<file path="config.mk">
export PLATFORM = sky130hd
export DESIGN_NAME = dp_ram_fifo_ctrl
export DESIGN_NICKNAME = d
export VERILOG_FILES = /design/src/rtl/dp_ram_fifo_ctrl_obuf.sv /design/src/rtl/dp_ram_fifo_ctrl.sv
export SDC_FILE = /design/constraint.sdc
export NUM_CORES = 1
export LEC_CHECK = 0
export CAP_MARGIN = 15
export CORE_MARGIN = 2
export CORE_UTILIZATION = 53
export DETAILED_ROUTE_END_ITERATION = 10
export GPL_ROUTABILITY_DRIVEN = 0
export PLACE_DENSITY = 0.83
export SKIP_LAST_GASP = 1
export SYNTH_ARGS = -nofsm -noshare
export SYNTH_HDL_FRONTEND = slang
export SYNTH_SLANG_ARGS = --single-unit
</file>
<file path="constraint.sdc">
create_clock -name Clk -period 8.8 [get_ports Clk]
set_input_delay 1.76 -clock Clk [delete_from_list [all_inputs] [get_ports Clk]]
set_output_delay 1.76 -clock Clk [all_outputs]
set_load 0.005 [all_outputs]
</file>
<file path="src/rtl/dp_ram_fifo_ctrl_obuf.sv">
// fifo_obuf: two-entry output skid buffer sitting on the RAM read port.
// Entry e0 is always the head, so out_data comes straight from a flop.
module fifo_obuf #(
  parameter int DATA_WIDTH = 8
) (
  input  logic                  Clk,
  input  logic                  Rst,
  input  logic                  clr,
  input  logic                  load,
  input  logic [DATA_WIDTH-1:0] load_data,
  input  logic                  pop,
  output logic [1:0]            cnt,
  output logic [DATA_WIDTH-1:0] head
);

  logic [1:0]            cnt_r;
  logic [DATA_WIDTH-1:0] e0_r;
  logic [DATA_WIDTH-1:0] e1_r;
  logic                  pop_s;
  logic                  load_s;

  // A pop with nothing held is ignored; a load into a full buffer is only taken alongside a pop.
  always_comb begin
    pop_s  = pop & (cnt_r != 2'd0);
    load_s = load & ((cnt_r != 2'd2) | pop_s);
  end

  // Shift-register storage with head in e0.
  always_ff @(posedge Clk or posedge Rst) begin
    if (Rst) begin
      cnt_r <= 2'd0;
      e0_r  <= '0;
      e1_r  <= '0;
    end else if (clr) begin
      cnt_r <= 2'd0;
    end else begin
      case ({load_s, pop_s})
        2'b10: begin
          if (cnt_r == 2'd0) e0_r <= load_data;
          else               e1_r <= load_data;
          cnt_r <= cnt_r + 2'd1;
        end
        2'b01: begin
          e0_r  <= e1_r;
          cnt_r <= cnt_r - 2'd1;
        end
        2'b11: begin
          if (cnt_r == 2'd1) begin
            e0_r <= load_data;
          end else begin
            e0_r <= e1_r;
            e1_r <= load_data;
          end
        end
        default: begin
          cnt_r <= cnt_r;
        end
      endcase
    end
  end

  assign cnt  = cnt_r;
  assign head = e0_r;

endmodule

</file>
<file path="src/rtl/dp_ram_fifo_ctrl.sv">
// dp_ram_fifo_ctrl: valid/ready FIFO controller for an external dual-port RAM
// (write port A, registered read port B) with a 2-entry prefetch buffer for FWFT output.
module dp_ram_fifo_ctrl #(
  parameter int DATA_WIDTH = 8,
  parameter int DEPTH      = 16
) (
  input  logic                          Clk,
  input  logic                          Rst,
  input  logic                          clr,
  input  logic                          in_valid,
  output logic                          in_ready,
  input  logic [DATA_WIDTH-1:0]         in_data,
  output logic                          out_valid,
  input  logic                          out_ready,
  output logic [DATA_WIDTH-1:0]         out_data,
  output logic                          ram_we,
  output logic [$clog2(DEPTH)-1:0]      ram_waddr,
  output logic [DATA_WIDTH-1:0]         ram_wdata,
  output logic [$clog2(DEPTH)-1:0]      ram_raddr,
  input  logic [DATA_WIDTH-1:0]         ram_rdata,
  output logic [$clog2(DEPTH+3)-1:0]    level
);

  localparam int AW = $clog2(DEPTH);
  localparam int LW = $clog2(DEPTH + 3);
  localparam logic [AW:0] FULL_CNT = (AW + 1)'(DEPTH);

  logic [AW:0]   wr_ptr_r;
  logic [AW:0]   rd_ptr_r;
  logic          rd_pend_r;
  logic          ready_en_r;
  logic [LW-1:0] level_r;

  logic [AW:0]   ram_cnt_s;
  logic [1:0]    obuf_cnt_s;
  logic [2:0]    obuf_room_s;
  logic          push_s;
  logic          pop_s;
  logic          rd_issue_s;
  logic          load_s;
  logic          out_valid_s;

  // Handshake and read-issue decisions; the buffer may take a new read only if it will have space when data returns.
  always_comb begin
    ram_cnt_s   = wr_ptr_r - rd_ptr_r;
    in_ready    = ready_en_r & (ram_cnt_s != FULL_CNT);
    out_valid_s = (obuf_cnt_s != 2'd0);
    pop_s       = out_valid_s & out_ready;
    push_s      = in_valid & in_ready & ~clr;
    obuf_room_s = {1'b0, obuf_cnt_s} + {2'b00, rd_pend_r} - {2'b00, pop_s};
    rd_issue_s  = (ram_cnt_s != '0) & (obuf_room_s < 3'd2) & ~clr;
    load_s      = rd_pend_r & ~clr;
  end

  // Pointers, in-flight read flag, post-reset ready enable and the occupancy count.
  always_ff @(posedge Clk or posedge Rst) begin
    if (Rst) begin
      wr_ptr_r   <= '0;
      rd_ptr_r   <= '0;
      rd_pend_r  <= 1'b0;
      ready_en_r <= 1'b0;
      level_r    <= '0;
    end else begin
      ready_en_r <= 1'b1;
      if (clr) begin
        wr_ptr_r  <= '0;
        rd_ptr_r  <= '0;
        rd_pend_r <= 1'b0;
        level_r   <= '0;
      end else begin
        if (push_s)     wr_ptr_r <= wr_ptr_r + (AW + 1)'(1);
        if (rd_issue_s) rd_ptr_r <= rd_ptr_r + (AW + 1)'(1);
        rd_pend_r <= rd_issue_s;
        level_r   <= level_r + LW'(push_s) - LW'(pop_s);
      end
    end
  end

  fifo_obuf #(
    .DATA_WIDTH (DATA_WIDTH)
  ) u_obuf (
    .Clk       (Clk),
    .Rst       (Rst),
    .clr       (clr),
    .load      (load_s),
    .load_data (ram_rdata),
    .pop       (pop_s),
    .cnt       (obuf_cnt_s),
    .head      (out_data)
  );

  assign out_valid = out_valid_s;
  assign ram_we    = push_s;
  assign ram_waddr = wr_ptr_r[AW-1:0];
  assign ram_wdata = in_data;
  assign ram_raddr = rd_ptr_r[AW-1:0];
  assign level     = level_r;

endmodule
</file>
Figure 1. Cell density map.
7 x 7 tiles, from white (low) to dark blue (high), 0 to 100% covered.
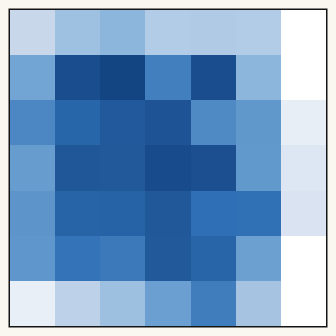
The mean over all tiles is 55%. The fullest tile reaches 92%. The densest ninth of the die: centre. 8.2% of the tiles are nearly empty. The emptiest ninth of the die: upper right.

Figure 2. Placed standard cells.
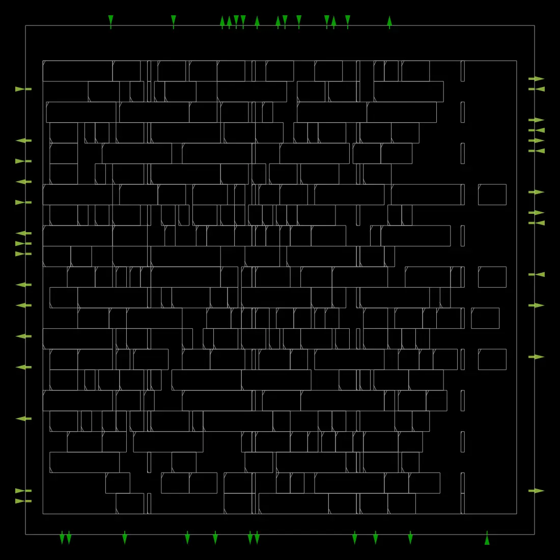
# rows: 22
fill count: 315

Figure 3. Clock network drawn from the DEF.
Scale bar: 20 um.
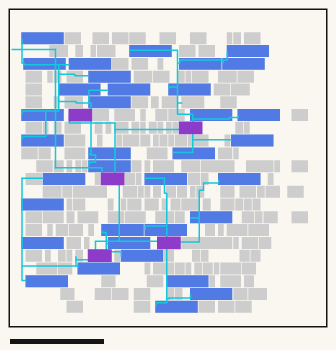
Key: cyan = clock wires [length 410 um]; purple = cells driving clock nets [count 5]; blue = flip-flops [count 35]
There are 6 routed clock nets. Position of the flops: widely spread.

==> impl_metrics.ini <==
; generated from flow reports
[status]
outcome = complete, no violations

[finish]
final_core_util = 0.674
final_layout_size_suffix_gt1_frac = 0.106
n_antenna_cell = 0
nets = 272
syn2layout_area_growth_pct = 19.1

[worst_setup_path]
required_ns = 7.04
endpoint = ram_we
cp-start-kind = input pin
timing.reg2reg.setup_slack_ns = 5.45
path_max_fanout = 22
crit_start = clr
r2r-end = level[4]
ff2ff_path_depth = 12
cp.arrival_ns = 3.56
crit_type = input pin to primary output
crit_path_end_kind = primary output
r2r-start = wr_ptr_r[1]

[timing]
period_needed_ns = 5.32
rsz0062_at_grt = no
max_slew_margin = 0.509
setup_viol = 0
final_hold_viol_count = 0
slew_viol_final = 0
fmax_mhz = 188
tightest_slew_ns = 0.734
period_used_share = 0.605
hold_slack_ns = 0.508
clock-skew-final_ns = 0.00532
fin_setup_tns_ns = 0
fin_ws_ns = 3.48

[grt]
grt.overflow.total = 0
grt_use_total = 0.192
grt_pass1_wl_um = 6530
grt_max_degree = 36
antenna_found_initial = 0
grt_pass1_vias = 1466

[synth]
yosysTopAreaCellShare = 0.413
yosysUniqueCellTypes = 36
synth-main-ff-cell = dfrtp_1
edf_count = 0
avgSynthCellArea_um2 = 10.1
ys_async_sr_fraction = 1.00
ys_cells = 210
synth_area_um2 = 2120
area_leaders = dfrtp_1, ha_1, buf_4
yosys_area_um2 = 2120
yosys_warnings = 0
top_area_cell = dfrtp_1
ys_seq_frac = 0.413
syn_inst = 210
numSynthFlops = 35
synthesis.nets = 248

[drt]
num_vias = 1507
drc = 0
via_per_inst = 5.33
final_antenna_net_count = 0
drtPass1Iterations = 4
drt_iter0_markers = 54
wl_per_cell_um = 13.7
wirelength_um = 3870

[clock_network]
clock_latency_ns = 0.28
hold_buffers = 0
clock_path_buffers = 2
cts_made_buffers = 5
cts_root_buf = clkbuf_8
postCtsSetupBuffers = 0
clk_pin_slew_ns = 0.07
cts_htree_levels = 2
cts_resized = 0
cts_tree = done
cts.sinks = 35

[min_path]
hold_depth = 1
hold_path.class = flop to flop

[die]
die_height_um = 67.2
fp_util = 0.566
die_w_um = 67.2
ios = 53
die-area_um2 = 4520
design.core.area_um2 = 3740

[power]
p_leak_nw = 1.19
power_mw = 0.806
powerDensity_nw_per_um2 = 319
peakVddDrop_uv = 218

[flow_run]
tool_warnings = 28
max-cap-violations = 0

[placed_design]
dp_hpwl_um = 2750
place_ws_ns = 3.45
placement.io_buffers = 36
Figure 4. I/O pins on the die edge.
Pins as bars across the die edge, other pins in grey.
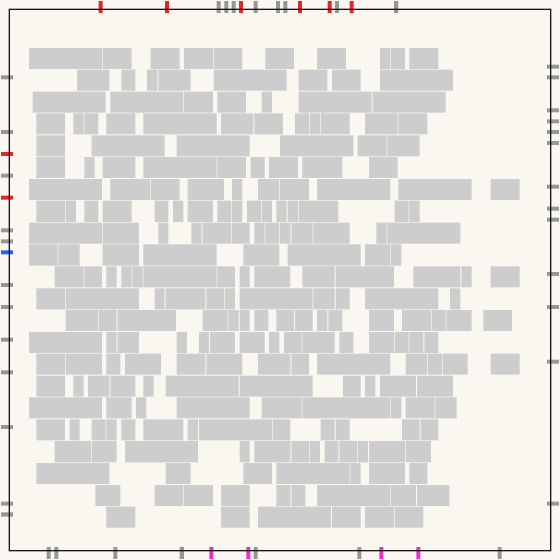
Key: magenta = ram_raddr [pins 4, direction output, edge bottom]; red = ram_rdata [pins 8, direction input, edge 6 top, 2 left]; blue = Rst [pins 1, direction input, edge left]
All pins by edge: 15 left, 14 top, 13 right, 11 bottom.

Figure 5. The metal 3 layer.
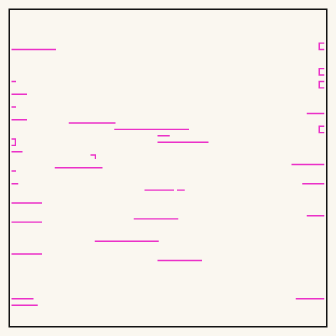
The layer holds 4.6% of the routed length. The longest straight run is 15.6 um. The layer carries 177 um of wire.

[kinds of logic after synthesis]
logic type,after synthesis,share of synthesized area
multiplexers,21,0.105
XOR/XNOR,12,0.0496
AND/OR/NAND/NOR,49,0.113
AND-OR/OR-AND,36,0.108
other,1,0.00177
buffers and inverters,39,0.102
adder cells (fa/ha/maj),17,0.108
flip-flops,35,0.413
[report_power, final]
part | switching (mW) | total, mW | internal [mW]
registers | 0.0389 | 0.257 | 0.218
clock network | 0.0558 | 0.147 | 0.0916
logic | 0.188 | 0.401 | 0.213
[final cells by class]
type,instances,area [um^2]
fill,315,1220
multi-input combinational,136,1030
sequential,35,876
timing repair buffer,38,375
clock buffer,6,82.6
inverter,18,67.6
tap,48,60.1
clock inverter,2,35.0
[how the worst min path moves through the flow]
stage                     slack, ns        endpoint            from
after floorplan                0.48  u_obuf.e1_r[0]  u_obuf.e1_r[0]
after global placement         0.49  u_obuf.e1_r[5]  u_obuf.e1_r[5]
after detailed placement       0.49  u_obuf.e1_r[7]  u_obuf.e1_r[7]
after CTS                      0.51  u_obuf.e1_r[7]  u_obuf.e1_r[7]
after global routing           0.52  u_obuf.e1_r[7]  u_obuf.e1_r[7]
final                          0.51  u_obuf.e1_r[7]  u_obuf.e1_r[7]
[flip-flops by register name, indices dropped and copies added, names as in the netlist]
register,count
ready_en_r,1
rd_ptr_r,5
u_obuf.cnt,2
u_obuf.e1_r,8
wr_ptr_r,5
level,5
u_obuf.head,8
rd_pend_r,1
[layer usage]
layer  part of all wire  vias to the layer above  global-route usage
met3              0.046                        2              0.0417
met4             0.0065                        0              0.0689
met2               0.49                       40               0.312
met1               0.45                      721               0.254
li1                   -                      744                   -
met5                  0                        -                   0
[placed cells by master (no fill, tap or decap), types with 6 or more instances in the layout]
cell,synthesis,final
clkdlybuf4s50_1,0,36
dfrtp_1,35,35
nor2_1,23,23
inv_1,18,18
a21oi_1,18,18
ha_1,15,15
mux2i_1,11,11
mux2_2,10,10
xnor2_1,7,7
clkbuf_8,0,6
[critical path: stages]
cell and delay (ns):
clkdlybuf4s50_1 0.94, inv_1 0.19, and2_1 0.21, clkdlybuf4s50_1 0.45
[metrics by stage]
| stage | area [um^2] | instances |
|---|---|---|
| finish | 2520 | 283 |
| floorplan | 2120 | 210 |
| global placement | 2400 | 274 |
| detailed placement | 2400 | 274 |
| CTS | 2520 | 282 |
| global route | 2520 | 283 |
[cells in the mapped netlist (2+ instances only)]
cell / number
a211oi_1: 2
a21o_1: 3
a21oi_1: 18
a31o_2: 2
buf_4: 16
clkbuf_1: 2
dfrtp_1: 35
fa_1: 2
ha_1: 15
inv_1: 18
mux2_2: 10
mux2i_1: 11
nand2_1: 5
nand2b_1: 2
nand3_1: 4
nand4_1: 3
nor2_1: 23
nor2b_1: 5
o21ai_0: 5
or3_1: 3
xnor2_1: 7
xor2_1: 5
